==> config.mk <==
export PLATFORM = sky130hd
export DESIGN_NAME = edge_pulse_generator_flat
export DESIGN_NICKNAME = d
export VERILOG_FILES = /design/src/rtl/edge_pulse_generator_if.sv /design/src/rtl/edge_pulse_generator.sv /design/src/flat_wrapper.sv
export SDC_FILE = /design/constraint.sdc
export NUM_CORES = 1
export LEC_CHECK = 0
export CAP_MARGIN = 25
export CORE_AREA = 2 2 39 41
export DETAILED_ROUTE_END_ITERATION = 7
export DIE_AREA = 0 0 41 43
export DONT_BUFFER_PORTS = 1
export PLACE_DENSITY_LB_ADDON = 0.15
export SYNTH_ARGS = -nofsm -noshare
export SYNTH_HDL_FRONTEND = slang
export SYNTH_SLANG_ARGS = --single-unit
==> constraint.sdc <==
create_clock -name clock -period 1.9 [get_ports clock]
set_clock_uncertainty 0.15 [all_clocks]
set_input_delay 0.38 -clock clock [delete_from_list [all_inputs] [get_ports clock]]
set_output_delay 0.38 -clock clock [all_outputs]
set_load 0.01 [all_outputs]
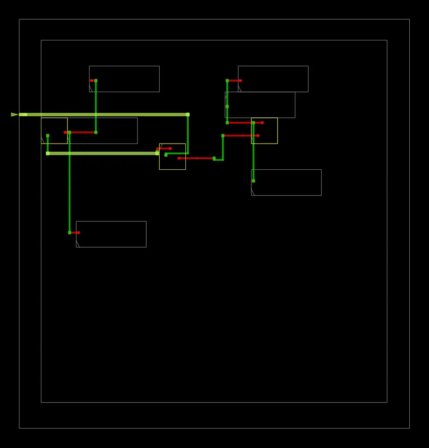
(clock nets)
flip-flops: 6
clk latency late pin: 240 ps
Clock Sinks: 6
clock buffers: 3

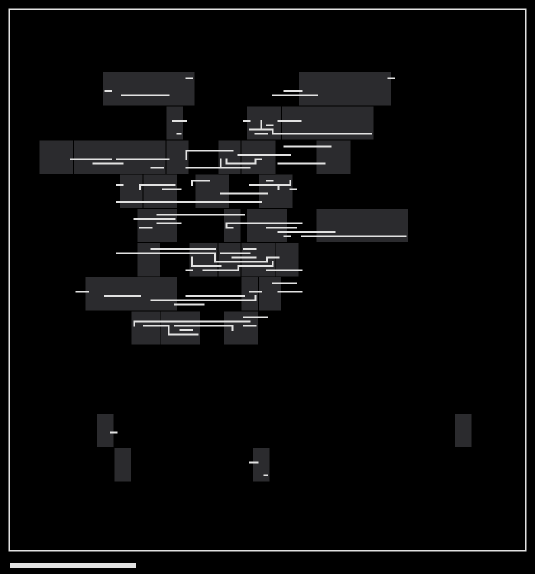
(met1 routing)
Bar = 10 um.
The layer carries 208 um of wire. The wires run mostly horizontal. 33 nets have wire on it. The layer holds 44% of the routed length. The longest straight run is 11.5 um.
routing usage on met1: 7.443%
vias: 216
routed wire length: 472 um

==> run summary <==
Placer Congestion: 0.7462
Final Hold Vio Count: 0
largest net degree at the start of global routing: 12
fin crit share: 77.76%
Final TNS setup: 0 ps
CP Depth: 2
Die H: 43 um
Min Hold Slack: 55.85 ps
Logic Gate Count: 23
Seq pwr share: 50.8%
chip width: 41 um
met3 Resource Use GR: 8.377%
Filler Cell Count: 160
Leakage: 0.1240 nW
number of I/O port buffers: 0
leading area contributor after synthesis: dfxtp_1
drt via density: 4.320
OpenROAD warnings: 26
Top Ports: 9
met2 WL: 222 um
Worst path slowest cell: dfxtp_1
fraction of area in registers: 39.02%
Inverters, non-clock: 2
status: finished, final reports clean
Placeable Area: 1384 sq um
first-pass GRT wire length: 717 um
Psw: 0.08795 mW
syn avg cell area: 8.720 sq um
cts bufs inserted: 3
Power figures rest on the tool's default switching activity, not on a simulated workload.
